==> config.mk <==
export PLATFORM = sky130hd
export DESIGN_NAME = player_key_decoder
export DESIGN_NICKNAME = d
export VERILOG_FILES = /design/src/rtl/player_keys_pkg.sv /design/src/rtl/key_code_lookup.sv /design/src/rtl/player_key_decoder.sv
export SDC_FILE = /design/constraint.sdc
export NUM_CORES = 1
export LEC_CHECK = 0
export CORE_MARGIN = 2
export CORE_UTILIZATION = 46
export CTS_BUF_LIST = sky130_fd_sc_hd__clkbuf_8
export CTS_CLUSTER_DIAMETER = 100
export DETAILED_ROUTE_END_ITERATION = 12
export HOLD_SLACK_MARGIN = 0.05
export PLACE_DENSITY = 0.77
export RECOVER_POWER = 50
export SYNTH_ARGS = -nofsm -noshare
export SYNTH_HDL_FRONTEND = slang
export SYNTH_SLANG_ARGS = --single-unit
==> constraint.sdc <==
create_clock -name clk -period 2.75 [get_ports clk]
set_clock_uncertainty 0.2 [all_clocks]
set_input_delay 0.825 -clock clk [delete_from_list [all_inputs] [get_ports clk]]
set_output_delay 0.825 -clock clk [all_outputs]
set_load 0.02 [all_outputs]
**Track usage over the die**

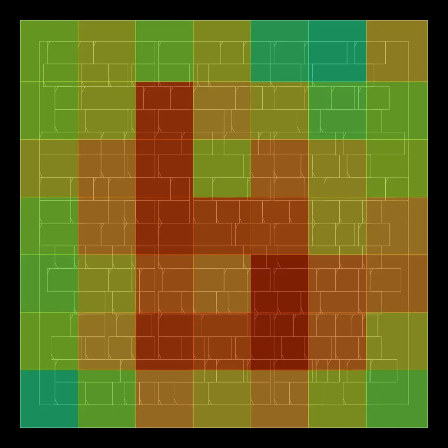
GR Util All Layers: 0.280
busiest grt layer: met2
average routed wire per standard cell: 20.0 microns

**Sequential cells coloured by netlist name**

Drawn at 6 px/micron. Other sequential cells in the stronger grey, the rest of the logic in the fainter grey.
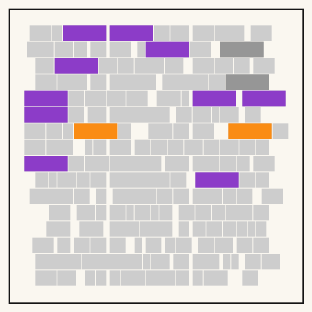
colour	netlist name	placed flops
purple	`held_q`	10
orange	`state_q`	2
not coloured	2
P_seq: 0.207 mW
register fraction of the total cell area: 0.170
post-layout util: 0.859

**Gate-type map**

Drawn at 6 px/micron.
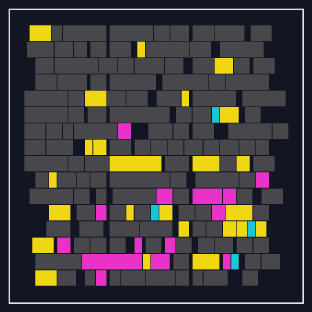
colour	family	cells
magenta	NAND gates	14
cyan	inverters	4
yellow	NOR gates	24
number of cells in the finished layout apart from fillers: 190
multi-input combinational area share: 0.467
Top cell excl fill/tap: sky130_fd_sc_hd__buf_4

==> run_results.csv <==
group,metric,value,unit
timing,max_freq,345,MHz
clock_tree,cts-root-to-sink-buffers,2,
die,fp_util,0.479,
logic_synthesis,yosysMostFrequentCell,"sky130_fd_sc_hd__dfxtp_1",
layout,final_layout_size_suffix_gt1_frac,0.472,
detailed_routing,antenna_violating_nets_post_route,0,
timing,hold_violation_total_from_the_final_report,0,
die,design.core.area,0.00192,sq mm
timing,rsz0062_at_grt,"yes",
job,openroad_warnings,29,
power_and_ir_drop,share_seq_of_total_power,0.424,
logic_synthesis,synthesis.instances,105,
clock_tree,cts-buffers-inserted,3,
layout,regArea,280,sq um
grt,vias_in_the_first_global_route,1108,
layout,layout-area-overhead-vs-synth,79.3,%
worst_setup_path,worst-r2r-setup-slack,0.42,ns
job,drv.max_cap_violation_count,0,
power_and_ir_drop,power.density,295,mW/mm^2
layout,largest_register_ffs,10,
clock_tree,tritoncts,"built",
power_and_ir_drop,clk_pwr_share,0.337,
worst_setup_path,timing.critical_path.slowest_cell_delay,0.54,ns
worst_setup_path,cp.required,2.69,ns
die,floorplan.io_pins,21,
logic_synthesis,area_leaders,"sky130_fd_sc_hd__dfxtp_1, sky130_fd_sc_hd__a211oi_1, sky130_fd_sc_hd__nor4_1",
placed_design,place_inst,180,
clock_tree,clk_transition_reported_paths,0.05,ns
logic_synthesis,dominantRegCellSynth,"sky130_fd_sc_hd__dfxtp_1",
timing,worst_slack_setup_final,-0.148,ns
detailed_routing,postRouteWirelength,3.80,mm
die,chipArea,0.00238,sq mm
detailed_routing,drt-vias-per-instance,6.34,
power_and_ir_drop,comb_power_share,0.239,
placed_design,gp_congestion,0.953,
power_and_ir_drop,internal_power,0.357,mW
layout,n_fill_cell,100,
placed_design,hpwl,2.23,mm
timing,maxSlewViolCount,0,
logic_synthesis,syn-num-nets,116,
power_and_ir_drop,netSwitchingPower,0.130,mW
timing,worst-slew-pin-transition,0.701,ns
run_status,status,"finished with violations",
placed_design,port-buffer-count,20,
logic_synthesis,synth.cells.most_frequent,"sky130_fd_sc_hd__dfxtp_1, sky130_fd_sc_hd__nor2_1, sky130_fd_sc_hd__a211oi_1, sky130_fd_sc_hd__nor3_1, sky130_fd_sc_hd__nor4_1",
placed_design,instance_area_at_placement,0.00141,sq mm
grt,antenna_found_initial,0,
timing,setup-tns-final,-0.933,ns
grt,first_pass_grt_wire_length,5.23,mm
detailed_routing,drt_first_iter_violations,56,
worst_setup_path,startpoint_type,"primary input",
timing,shortest_clock_period_the_worst_path_allows_after_layout,2.90,ns
logic_synthesis,netlist_area,921,sq um
logic_synthesis,yosys_warnings,0,
logic_synthesis,max_area_cell_share,0.304,
timing,final-setup-viol-count,11,
run_status,violations,"setup timing",
worst_setup_path,cp_top_family,"AND-OR/OR-AND gates",
die,placement_rows,16,
timing,max_slew_margin,0.529,
worst_hold_path,hp-class,"reg2reg",
-- metrics by stage --
stage / util / power [mW] / hold WS [ns]
CTS: 0.787 / 0.472 / 0.231
floorplan: - / 0.248 / 0.197
global placement: 0.734 / 0.300 / 0.225
global route: 0.859 / 0.502 / 0.252
detailed placement: 0.734 / 0.303 / 0.223
finish: 0.859 / 0.487 / 0.247
-- final cells by class --
type | count | area share
clock buffer | 3 | 0.0250
inverter | 4 | 0.00909
multi-input combinational | 82 | 0.467
sequential | 14 | 0.170
tap | 27 | 0.0205
timing repair buffer | 60 | 0.308
-- logic make-up (layout without fill, tap and decap cells) --
group                  Yosys count  after routing  synth area share
XOR/XNOR                         1              1           0.00951
flip-flops                      14             14             0.304
buffers and inverters            9             67            0.0367
AND-OR/OR-AND                   35             35             0.322
AND/OR/NAND/NOR                 45             45             0.315
multiplexers                     1              1            0.0122
-- placed cells by master, fill, tap and decap left out, types with 2 or more instances in the layout --
cell                              netlist  layout
sky130_fd_sc_hd__a21oi_2                0       3
sky130_fd_sc_hd__nor2_1                 7       6
sky130_fd_sc_hd__buf_4                  0      36
sky130_fd_sc_hd__buf_6                  0       4
sky130_fd_sc_hd__dlygate4sd3_1          0       6
sky130_fd_sc_hd__clkdlybuf4s50_1        0       6
sky130_fd_sc_hd__a31oi_1                5       3
sky130_fd_sc_hd__nor4_2                 0       3
sky130_fd_sc_hd__and4b_2                2       2
sky130_fd_sc_hd__a31oi_4                0       2
sky130_fd_sc_hd__a211oi_2               1       2
sky130_fd_sc_hd__nor4b_1                3       2
sky130_fd_sc_hd__nand3_1                3       3
sky130_fd_sc_hd__buf_2                  0       4
sky130_fd_sc_hd__or4b_4                 1       2
sky130_fd_sc_hd__clkbuf_8               0       3
sky130_fd_sc_hd__o31a_1                 2       2
sky130_fd_sc_hd__nand2b_1               4       3
sky130_fd_sc_hd__a211oi_1               6       4
sky130_fd_sc_hd__nor4_1                 6       3
sky130_fd_sc_hd__nor4bb_1               2       2
sky130_fd_sc_hd__inv_1                  4       4
sky130_fd_sc_hd__a311oi_1               4       4
sky130_fd_sc_hd__dfxtp_1               14      14
sky130_fd_sc_hd__nor3_2                 0       3
sky130_fd_sc_hd__nor3_1                 6       3
sky130_fd_sc_hd__nand2_1                3       2
sky130_fd_sc_hd__a21oi_1                5       2
-- layer usage --
layer	vias up	wire length, microns	share of wire	global-route usage
li1	546	-	-	-
met1	583	1580	0.42	0.364
met2	72	1880	0.50	0.479
met3	4	291	0.077	0.0710
met4	0	44	0.012	0.0333
met5	-	0	0	0
-- timing repair --
item,4_1_cts,5_1_grt
endpoints found under the setup margin,12,12
setup buffers,5,3
resized,37,21
pin swaps,18,17
-- power groups by stage --
stage	clock network (mW)	logic (mW)	registers, mW
floorplan	0	0.0379	0.210
finish	0.164	0.117	0.207
CTS	0.167	0.0987	0.206
global route	0.172	0.123	0.207
global placement	0	0.0904	0.210
detailed placement	0	0.0925	0.210
Power figures rest on the tool's default switching activity, not on a simulated workload.
